**src/rtl/uart_pkg.sv**
```systemverilog
// uart_pkg: definitions shared by the UART transmit and receive front ends.
//   - parity encodings of the cr_p control field
//   - default frame sizes (bit periods following the start bit)
//   - transmit FSM state type
//   - baud reload helper: bit length in cycles -> down-counter start value
package uart_pkg;

    localparam int unsigned CLK_DIV_W = 16;
    localparam int unsigned DATA_W    = 8;

    localparam logic [1:0] PARITY_NONE = 2'b00;
    localparam logic [1:0] PARITY_ODD  = 2'b01;
    localparam logic [1:0] PARITY_EVEN = 2'b10;

    // 7 data + 1 stop, and 8 data + parity + 2 stop
    localparam int unsigned MIN_FRAME_SIZE = 8;
    localparam int unsigned MAX_FRAME_SIZE = 11;

    typedef enum logic [2:0] {
        ST_IDLE,
        ST_START,
        ST_DATA,
        ST_PARITY,
        ST_STOP
    } tx_state_t;

    // A divider of 0 or 1 still yields a one-cycle bit.
    function automatic logic [CLK_DIV_W-1:0] baud_reload(input logic [CLK_DIV_W-1:0] div);
        return (div <= CLK_DIV_W'(1)) ? '0 : div - CLK_DIV_W'(1);
    endfunction

endpackage

```
**src/rtl/tx_frontend_if.sv**
```systemverilog
// tx_frontend_if: word handshake between the TX FIFO/register logic and the
// transmit front end.
//   data        : word to send (bit7 ignored for 7-bit frames)
//   input_valid : data is valid
//   input_ready : front end can take a word this cycle
// master = word producer, slave = tx_frontend.
interface tx_frontend_if;

    logic [7:0] data;
    logic       input_valid;
    logic       input_ready;

    modport master (
        output data,
        output input_valid,
        input  input_ready
    );

    modport slave (
        input  data,
        input  input_valid,
        output input_ready
    );

endinterface

```
**src/rtl/tx_frontend_baud_counter.sv**
```systemverilog
// baud_counter: loadable down-counter that paces one bit period. Shared by
// the transmit and receive front ends.
//   clk_i, rst_i : clock, asynchronous active-high reset
//   load_i       : load load_val_i this cycle (takes priority over counting)
//   load_val_i   : start value, i.e. cycles-per-bit minus one
//   done_o       : counter is at zero (final cycle of the current bit)
module baud_counter #(
    parameter int unsigned W = 16
) (
    input  logic         clk_i,
    input  logic         rst_i,
    input  logic         load_i,
    input  logic [W-1:0] load_val_i,
    output logic         done_o
);

    logic [W-1:0] cnt_q;

    // Count down to zero and hold there until the next load.
    always_ff @(posedge clk_i or posedge rst_i) begin
        if (rst_i) begin
            cnt_q <= '0;
        end else if (load_i) begin
            cnt_q <= load_val_i;
        end else if (cnt_q != '0) begin
            cnt_q <= cnt_q - W'(1);
        end
    end

    assign done_o = (cnt_q == '0);

endmodule

```
**src/rtl/tx_frontend.sv**
```systemverilog
// tx_frontend: UART serial transmitter. Takes one word per valid/ready
// handshake and shifts it out LSB first: start bit, 7/8 data bits, optional
// parity, 1 or 2 stop bits. Data and control fields are captured at the
// handshake edge and held for the frame.
//   clk_i, rst_i    : clock, asynchronous active-high reset
//   in_if (slave)   : data / input_valid / input_ready word handshake
//   cr_clk_div_i    : clock cycles per bit period
//   cr_ds_i         : 0 = 7 data bits, 1 = 8 data bits
//   cr_p_i          : 00 none, 01 odd, 10 even (11 behaves as odd)
//   cr_s_i          : 0 = one stop bit, 1 = two stop bits
//   cr_brk_i        : line break request (only with WBUART_TX_BREAK_EN)
//   uart_tx_o       : serial line, idles high
//   busy_o          : frame in progress
// Build option: define WBUART_TX_BREAK_EN to add cr_brk_i and the break logic.
module tx_frontend #(
    parameter int unsigned MIN_FRAME_SIZE = uart_pkg::MIN_FRAME_SIZE,
    parameter int unsigned MAX_FRAME_SIZE = uart_pkg::MAX_FRAME_SIZE
) (
    input  logic                           clk_i,
    input  logic                           rst_i,
    tx_frontend_if.slave                   in_if,
    input  logic [uart_pkg::CLK_DIV_W-1:0] cr_clk_div_i,
    input  logic                           cr_ds_i,
    input  logic [1:0]                     cr_p_i,
    input  logic                           cr_s_i,
`ifdef WBUART_TX_BREAK_EN
    input  logic                           cr_brk_i,
`endif
    output logic                           uart_tx_o,
    output logic                           busy_o
);

    import uart_pkg::*;

    // One ring position per bit period, start bit included.
    localparam int unsigned RING_W = MAX_FRAME_SIZE + 1;
    localparam int unsigned IDX_W  = $clog2(RING_W);

    tx_state_t              state_q;
    logic [DATA_W-1:0]      sh_q;
    logic                   par_q;
    logic                   tx_q;
    logic [RING_W-1:0]      ring_q;
    logic                   ds_q;
    logic                   par_en_q;
    logic                   s_q;
    logic [CLK_DIV_W-1:0]   div_q;

    logic                   cnt_done_c;
    logic                   bit_end_c;
    logic                   last_data_c;
    logic                   last_stop_c;
    logic                   ready_c;
    logic                   xfer_c;
    logic                   cnt_load_c;
    logic [CLK_DIV_W-1:0]   cnt_load_val_c;
    logic [IDX_W-1:0]       last_data_idx_c;
    logic [IDX_W-1:0]       last_stop_idx_c;

    // Ring positions of the last data bit and the last stop bit for the latched frame shape.
    assign last_data_idx_c = IDX_W'(MIN_FRAME_SIZE - 1) + IDX_W'(ds_q);
    assign last_stop_idx_c = IDX_W'(MIN_FRAME_SIZE) + IDX_W'(ds_q) + IDX_W'(par_en_q) + IDX_W'(s_q);
    assign last_data_c     = ring_q[last_data_idx_c];
    assign last_stop_c     = ring_q[last_stop_idx_c];

    assign bit_end_c = cnt_done_c & (state_q != ST_IDLE);

    // Ready in IDLE, or in the very last cycle of the last stop bit so frames can abut.
`ifdef WBUART_TX_BREAK_EN
    assign ready_c = ((state_q == ST_IDLE) & ~cr_brk_i)
                   | ((state_q == ST_STOP) & cnt_done_c & last_stop_c);
`else
    assign ready_c = (state_q == ST_IDLE)
                   | ((state_q == ST_STOP) & cnt_done_c & last_stop_c);
`endif

    assign in_if.input_ready = ready_c;
    assign xfer_c            = in_if.input_valid & ready_c;

    // Reload at every bit boundary; a frame ending into IDLE leaves the counter parked at zero.
    assign cnt_load_c     = xfer_c | (bit_end_c & ~((state_q == ST_STOP) & last_stop_c));
    assign cnt_load_val_c = xfer_c ? baud_reload(cr_clk_div_i) : baud_reload(div_q);

    baud_counter #(
        .W (CLK_DIV_W)
    ) u_baud (
        .clk_i      (clk_i),
        .rst_i      (rst_i),
        .load_i     (cnt_load_c),
        .load_val_i (cnt_load_val_c),
        .done_o     (cnt_done_c)
    );

    // Frame sequencer; tx_q always holds the level of the bit currently on the line.
    always_ff @(posedge clk_i or posedge rst_i) begin
        if (rst_i) begin
            state_q  <= ST_IDLE;
            sh_q     <= '0;
            par_q    <= 1'b0;
            tx_q     <= 1'b1;
            ring_q   <= '0;
            ds_q     <= 1'b0;
            par_en_q <= 1'b0;
            s_q      <= 1'b0;
            div_q    <= '0;
        end else if (xfer_c) begin
            // New word: capture everything the frame needs and put out the start bit.
            state_q  <= ST_START;
            sh_q     <= {in_if.data[7] & cr_ds_i, in_if.data[6:0]};
            par_q    <= cr_p_i[0];
            tx_q     <= 1'b0;
            ring_q   <= RING_W'(1);
            ds_q     <= cr_ds_i;
            par_en_q <= (cr_p_i != PARITY_NONE);
            s_q      <= cr_s_i;
            div_q    <= cr_clk_div_i;
        end else begin
            case (state_q)
                ST_IDLE: begin
                    tx_q <= 1'b1;
                end
                ST_START: begin
                    if (bit_end_c) begin
                        state_q <= ST_DATA;
                        tx_q    <= sh_q[0];
                        ring_q  <= {ring_q[RING_W-2:0], 1'b0};
                    end
                end
                ST_DATA: begin
                    if (bit_end_c) begin
                        ring_q <= {ring_q[RING_W-2:0], 1'b0};
                        par_q  <= par_q ^ sh_q[0];
                        sh_q   <= sh_q >> 1;
                        if (last_data_c) begin
                            if (par_en_q) begin
                                state_q <= ST_PARITY;
                                // Parity must include the bit that is just finishing.
                                tx_q    <= par_q ^ sh_q[0];
                            end else begin
                                state_q <= ST_STOP;
                                tx_q    <= 1'b1;
                            end
                        end else begin
                            tx_q <= sh_q[1];
                        end
                    end
                end
                ST_PARITY: begin
                    if (bit_end_c) begin
                        state_q <= ST_STOP;
                        tx_q    <= 1'b1;
                        ring_q  <= {ring_q[RING_W-2:0], 1'b0};
                    end
                end
                ST_STOP: begin
                    if (bit_end_c) begin
                        if (last_stop_c) begin
                            state_q <= ST_IDLE;
                            ring_q  <= '0;
                        end else begin
                            ring_q  <= {ring_q[RING_W-2:0], 1'b0};
                        end
                        tx_q <= 1'b1;
                    end
                end
                default: begin
                    state_q <= ST_IDLE;
                    tx_q    <= 1'b1;
                    ring_q  <= '0;
                end
            endcase
        end
    end

    assign busy_o = (state_q != ST_IDLE);

`ifdef WBUART_TX_BREAK_EN
    logic brk_q;

    // Break masks the line without disturbing frame timing.
    always_ff @(posedge clk_i or posedge rst_i) begin
        if (rst_i) begin
            brk_q <= 1'b0;
        end else begin
            brk_q <= cr_brk_i;
        end
    end

    assign uart_tx_o = tx_q & ~brk_q;
`else
    assign uart_tx_o = tx_q;
`endif

endmodule

```
**src/flat_wrapper.sv**
```systemverilog
// flat-port wrapper written by rule: the top's interface ports become plain ports
module tx_frontend_flat import uart_pkg::*;
#(
    parameter int unsigned MIN_FRAME_SIZE = uart_pkg::MIN_FRAME_SIZE,
    parameter int unsigned MAX_FRAME_SIZE = uart_pkg::MAX_FRAME_SIZE
)
  (clk_i, rst_i, cr_clk_div_i, cr_ds_i, cr_p_i, cr_s_i, uart_tx_o, busy_o, in_if_data, in_if_input_valid, in_if_input_ready);
  tx_frontend_if in_if_i ();
  input  logic clk_i;
  input  logic rst_i;
  input  logic [uart_pkg::CLK_DIV_W-1:0] cr_clk_div_i;
  input  logic cr_ds_i;
  input  logic [1:0] cr_p_i;
  input  logic cr_s_i;
  output logic uart_tx_o;
  output logic busy_o;
  input wire logic [$bits(in_if_i.data)-1:0] in_if_data;
  input wire logic [$bits(in_if_i.input_valid)-1:0] in_if_input_valid;
  output wire logic [$bits(in_if_i.input_ready)-1:0] in_if_input_ready;
  assign in_if_i.data = in_if_data;
  assign in_if_i.input_valid = in_if_input_valid;
  assign in_if_input_ready = in_if_i.input_ready;
  tx_frontend #(.MIN_FRAME_SIZE(MIN_FRAME_SIZE), .MAX_FRAME_SIZE(MAX_FRAME_SIZE)) u_core (.clk_i(clk_i), .rst_i(rst_i), .in_if(in_if_i), .cr_clk_div_i(cr_clk_div_i), .cr_ds_i(cr_ds_i), .cr_p_i(cr_p_i), .cr_s_i(cr_s_i), .uart_tx_o(uart_tx_o), .busy_o(busy_o));
endmodule
```
**config.mk**
```make
export PLATFORM = sky130hd
export DESIGN_NAME = tx_frontend_flat
export DESIGN_NICKNAME = d
export VERILOG_FILES = /design/src/rtl/uart_pkg.sv /design/src/rtl/tx_frontend_if.sv /design/src/rtl/tx_frontend_baud_counter.sv /design/src/rtl/tx_frontend.sv /design/src/flat_wrapper.sv
export SDC_FILE = /design/constraint.sdc
export NUM_CORES = 1
export LEC_CHECK = 0
export CAP_MARGIN = 15
export CORE_ASPECT_RATIO = 0.75
export CORE_MARGIN = 2
export CORE_UTILIZATION = 52
export DETAILED_ROUTE_END_ITERATION = 10
export GPL_TIMING_DRIVEN = 1
export PLACE_DENSITY = 0.75
export SLEW_MARGIN = 20
export SYNTH_ARGS = -nofsm -noshare
export SYNTH_HDL_FRONTEND = slang
export SYNTH_SLANG_ARGS = --single-unit
```
**constraint.sdc**
```tcl
create_clock -name clk_i -period 2.35 [get_ports clk_i]
set_input_delay 0.5875 -clock clk_i [delete_from_list [all_inputs] [get_ports clk_i]]
set_output_delay 0.5875 -clock clk_i [all_outputs]
set_load 0.01 [all_outputs]
```
**Routing congestion map**

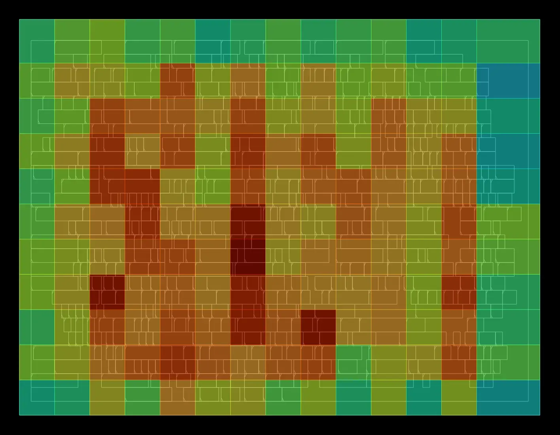
final core utilization: 78.2%
GR peak layer: met2
met1 GRT Util: 44.7%
gr usage total: 30.8%
M2 GR Usage: 46.5%

**The metal 4 layer**

Drawn at 4 px/um. Supply wires on this layer in grey.
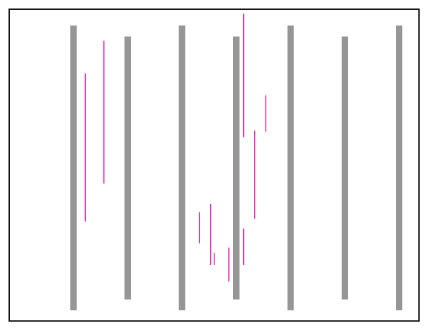
wire length on this layer: 175 um
share of all routed wire: 1.5%
longest straight run: 36.7 um
nets with wire on the layer: 8
total wire length: 11.6 mm
via count: 3706

==> impl_metrics.tcl <==
# flow metrics
set metrics [dict create \
    p_int_mw 3.40 \
    grt_pass1_vias 3704 \
    hp-start "u_core.sh_q[6]" \
    max_slew_margin_pct 69.7 \
    synth_stat.cells 424 \
    r2r_cells 9 \
    signal_buffers 118 \
    hold_end "u_core.sh_q[6]" \
    synthAdderAreaFrac_pct 2.53 \
    finish.net_count 568 \
    route.detailed.drc 0 \
    clk-power_mw 0.918 \
    coreArea_sq_um 6900 \
    syn_inst 424 \
    top_area_cell "dfrtp_1" \
    flop-count 60 \
    place_congestion 0.950 \
    netlist_area_sq_um 3750 \
    worstSetupStartpoint "u_core.ds_q" \
    met3_usage_pct 7.30 \
    postCtsSetupRepairBufs 5 \
    final-max-slew-violation-count 0 \
    h-tree-depth 3 \
    holdWs_ps 479 \
    cts_buffers 9 \
    insertion_delay_ps 350 \
    path_max_fanout 6 \
    crit_cells 9 \
    synthXorXnorAreaFrac_pct 8.40 \
    top_area_share_pct 39.3 \
    layout_top_cells "buf_4 (74), nand2_1 (73), dfrtp_1 (59), clkdlybuf4s50_1 (32), nor2_1 (21)" \
    cts_tree "done" \
    layout.cells.non_filler 633 \
    fp_util_pct 54.4 \
    fmax_mhz 359 \
    largest_class "combinational gates" \
    timing.critical_path.buf_inv 3 \
    path_cells "inv_2 > fa_1 > mux4_2 > buf_4 > a21o_4 > and2_4 > buf_4 > o31ai_4 > mux2_4" \
    worstReg2RegStart "u_core.ds_q" \
    rows 26 \
    chip_area_sq_um 7920 \
    clkSinkCount 60 \
    cts-root-buf "clkbuf_8" \
    endpoint "u_core.u_baud.cnt_q[9]" \
    final-setup-viol-count 61 \
    hold_class "reg -> reg" \
    met3_length_um 743 \
    layout-drive-gt1-share_pct 29.2 \
    yosysWarningCount 0 \
    setup_slack_ps -433 \
    peakVddDrop_mv 0.858 \
    min_path_cells 1 \
    violations "setup timing" \
    status "finished, violations left" \
    cts_buffer_depth 2 \
    p_seq_share_pct 31.2 \
    ys.flops 60 \
    period_used_pct 118 \
    setup_tns_ps -17760 \
    nNonClkInverters 15 \
    maxCapViolCount 0 \
    top_cell "nand2_1" \
    edf_count 0 \
    clock_skew_ps 6.17 \
    p_switching_mw 2.40 \
    ys_area_sq_um 3750 \
    worst-setup-path-type "reg -> reg" \
    start_kind "flip-flop" \
    dominantRegCellSynth "dfrtp_1" \
    drt-pass1-iter-count 5 \
    seq_area_frac_synth_pct 40.0 \
    p_comb_mw 3.07 \
    dp_slack_ps -579 \
    p_sw_share_pct 41.3 \
]
**Where the registers sit**

Drawn at 4 px/um.
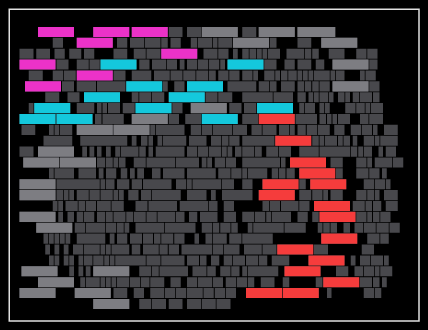
[u_core.u_baud.cnt_q] red | placed flops: 16
[u_core.ring_q] cyan | placed flops: 12
[u_core.sh_q] magenta | placed flops: 8 | where: north-west
not coloured: 24
P_seq: 1.81 mW
FF/Latch Area: 1500 sq um
Seq/total area: 27.9%

Power is estimated from default activity; no workload was simulated.
